Figure 1. Sizing map (run 1).
Bar = 20 µm.
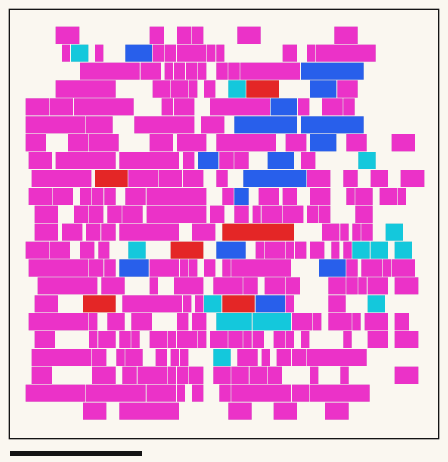
Figure 2. Clock nets (run 1).
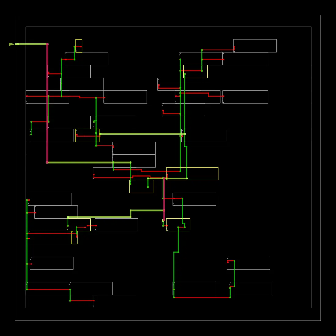
Figure 3. Routed clock nets over the placement (run 1).
Bar = 20 µm.
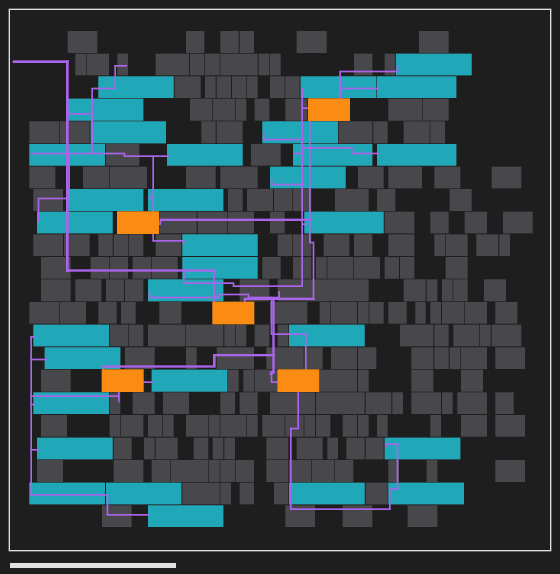
Figure 4. Gate-type map (run 1).
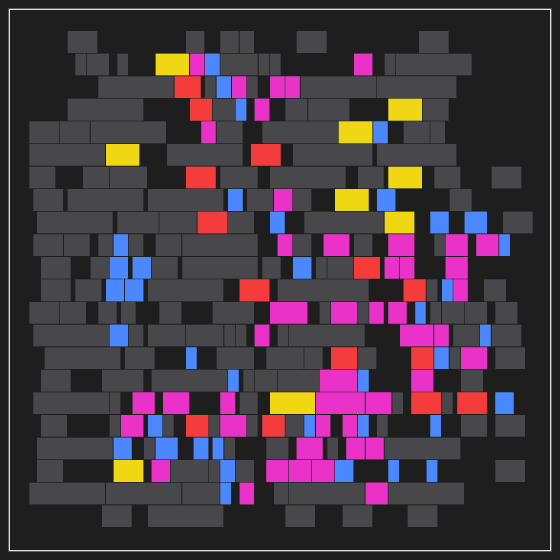
Design seq_monitor, sky130hd; sources not shown.
==> metrics.json <==
{
  "avgRoutedWirePerCell_um": 14.6,
  "final_estimated_routing_congestion_in_global_placement": 0.839,
  "largest_register_ffs": 8,
  "layout.cells.largest_class": "multi-input combinational cells",
  "yosys_register_bits": 31,
  "category_of_cells_accounting_for_the_largest_share_of_critical_path_delay": "buffers and inverters",
  "post_cts_hold_fix_bufs": 0,
  "taps": 48,
  "p_per_area_nw_per_um2": 742,
  "crit_buf_inv": 2,
  "combGateArea_um2": 1230,
  "boundaryPins": 21,
  "worst-r2r-cell-count": 7,
  "highest_metal_layer_used_by_the_detailed_router": "met4",
  "run_status": "complete, no violations",
  "dieWidth_um": 65.1,
  "fin_crit_ps": 2420,
  "rsz0062_at_grt": "no",
  "postSynthNetCount": 247,
  "edf_count": 0,
  "grt_use_met2_pct": 34.3,
  "pwr.group.sequential_w": 0.000674,
  "clk_root_buffer_cell": "sky130_fd_sc_hd__clkbuf_8",
  "totalPowerFinal_w": 0.00186,
  "power.static_leakage_nw": 1.08,
  "critical-path-max-stage-delay_ps": 510,
  "floorplan.die.height_um": 65.1,
  "detailroute.wirelength.met3_um": 223,
  "htree_levels": 2,
  "switching_share_pct": 37.2,
  "cts_setup_buffers": 0,
  "seq_power_share_pct": 36.2,
  "min_delay_path_depth": 1,
  "most-common-layout-cells": "27 x sky130_fd_sc_hd__dfrtp_1, 20 x sky130_fd_sc_hd__clkdlybuf4s50_1, 16 x sky130_fd_sc_hd__nor2_1, 15 x sky130_fd_sc_hd__nand2_1, 12 x sky130_fd_sc_hd__inv_1",
  "grt_pass1_vias": 1631,
  "synthTopCellsByArea": "sky130_fd_sc_hd__dfrtp_1 32%, sky130_fd_sc_hd__ha_1 5.3%, sky130_fd_sc_hd__dfstp_2 4.9%",
  "max_clk_rate_ghz": 0.413,
  "final_hold_fails": 0,
  "cts_num_sinks": 31,
  "final-nonclk-buf-share_pct": 11.3,
  "p_int_w": 0.00117,
  "grt_start_max_net_pins": 32,
  "setup.worst_path.class": "primary input to register",
  "post-route-period-util_pct": 90.0,
  "antenna_violations_before_repair": 0,
  "seq_area_share_pct": 31.1,
  "multi_input_combinational_gate_total": 174,
  "cts_tree": "done",
  "grt.overflow.total": 0,
  "fp_util_pct": 58.5,
  "slew_headroom_pct": 68.2,
  "cts.reportedPaths.clkPinSlew_ps": 60,
  "synth-adder-area-share_pct": 5.30,
  "ys_warn_count": 0,
  "fraction_of_final_layout_cells_sized_beyond_drive_strength_1_pct": 13.3,
  "ys_top_logic_family": "simple AND/OR/NAND/NOR gates",
  "global_route.usage.met3_pct": 5.90,
  "critPathSlowestCell": "sky130_fd_sc_hd__clkdlybuf4s50_1",
  "clock_tree_area_fraction_pct": 4.24,
  "ys.flop_type": "sky130_fd_sc_hd__dfrtp_1",
  "drcViolationCount": 0,
  "cts_max_path_buffers": 2,
  "r2r_setup_slack_ps": 460,
  "pin_slew_with_the_least_headroom_to_its_limit_ps": 475,
  "design.die.area_um2": 4230,
  "layout.non_clock_inverters": 12,
  "synth.cellmix.xorXnorShare_pct": 5.77,
  "number_of_pins_with_negative_max_slew_slack_in_the_final_report": 0,
  "start_kind": "primary input",
  "register_area_um2": 781,
  "synthArstFlopShare_pct": 100,
  "synth.yosys.chip_area_um2": 2120,
  "required_ps": 2860,
  "drt_iter0_markers": 104,
  "yosys.area_share.simple_pct": 21.2,
  "comb_power_share_pct": 39.8,
  "insertedDiodeCount": 0,
  "synth_dominant_cell_count": "sky130_fd_sc_hd__dfrtp_1",
  "grt_usage_pct": 23.3,
  "mux_share_pct": 4.83,
  "fillerInstances": 305,
  "vias_per_cell": 5.84,
  "setup-violations-final": 0,
  "met2WireLength_um": 2020,
  "grt_first_pass_wirelength_um": 7600,
  "number_of_instances_in_the_synthesized_netlist": 231,
  "total_switching_power_w": 0.000693,
  "ys_cells": 231,
  "top_area_cell": "sky130_fd_sc_hd__dfrtp_1",
  "routed_wirelength_um": 4430,
  "number_of_buffers_added_on_ports": 20,
  "vdd_drop_max_mv": 0.449,
  "syn_area_um2": 2120,
  "num_vias": 1775,
  "number_of_detailed_routing_iterations_run_before_antenna_repair": 4,
  "final_antenna_net_count": 0,
  "critical_path_cell_list": "clkdlybuf4s50_1 -> buf_4 -> nor2b_1 -> mux2i_1 -> o22a_1 -> nand2b_1 -> o211ai_2 -> mux2_4",
  "place_hpwl_um": 3030,
  "log.warning_count": 30,
  "core_region_area_um2": 3630,
  "placement.setup.worst_slack_ps": 18.6,
  "layout.clock_buffers": 7,
  "most_frequent_cells_after_synthesis": "27 x sky130_fd_sc_hd__dfrtp_1, 16 x sky130_fd_sc_hd__nor2_1, 15 x sky130_fd_sc_hd__nand2_1",
  "post-synth-top-area-fraction_pct": 31.8,
  "use_met1_pct": 33.0,
  "cp_max_fo": 14,
  "placed_cells": 296,
  "max-cap-violations": 0,
  "post_cts.resized_instances": 0,
  "post_synth_ao_oa_area_fraction_pct": 20.9,
  "critPathCaptureType": "register",
  "met1Wirelength_um": 2110,
  "placed_cell_area_um2": 2400,
  "grt_most_used_layer": "met2",
  "final_core_utilization_pct": 69.0,
  "worstHoldPathType": "register to register",
  "timing.hold.ws_ps": 506,
  "syn_area_per_cell_um2": 9.20
}
Back to the opening pictures, Figure 1:
Key: drive 1 or less = magenta [cells 222, most used dfrtp_1]; drive 2 = blue [cells 15, most used mux2_2]; drive 6 and up = red [cells 6, most used clkbuf_8]; drive 3 to 4 = cyan [cells 13, most used buf_4]
summed area of non-filler cells in the final layout: 2510 µm²
final setup slack of the worst path: 268 ps
non-clock buffer instance count of the final layout: 31
area overhead of the layout relative to synthesis: 18.0%

Back to the opening pictures, Figure 2:
registers: 31
total clock buffers created by CTS: 5

Back to the opening pictures, Figure 3:
Key: flip-flops = cyan [count 31]; cells driving clock nets = orange [count 5]; clock wires = purple [length 417 µm]
Position of the flops: spread over the die. There are 6 routed clock nets.
share of power burned in the clock network: 24.0%
clock latency on the worst-skew pair: 280 ps
Clock Skews: 8.74 ps
power consumed by the clock network: 0.000446 W

Back to the opening pictures, Figure 4:
Key: NAND gates = blue [cells 38, most used nand2_1]; AND-OR and OR-AND gates = red [cells 14, most used a32o_1]; multiplexers = yellow [cells 9, most used mux2_2]; inverting AOI/OAI gates = magenta [cells 45, most used a21oi_1]
commonest non-fill, non-tap cell in the layout: sky130_fd_sc_hd__dfrtp_1
final std cells w/o fill: 304
multi-input gate share of total cell area: 49.2%

No activity file was given, so power comes from the tool's default toggle rates.
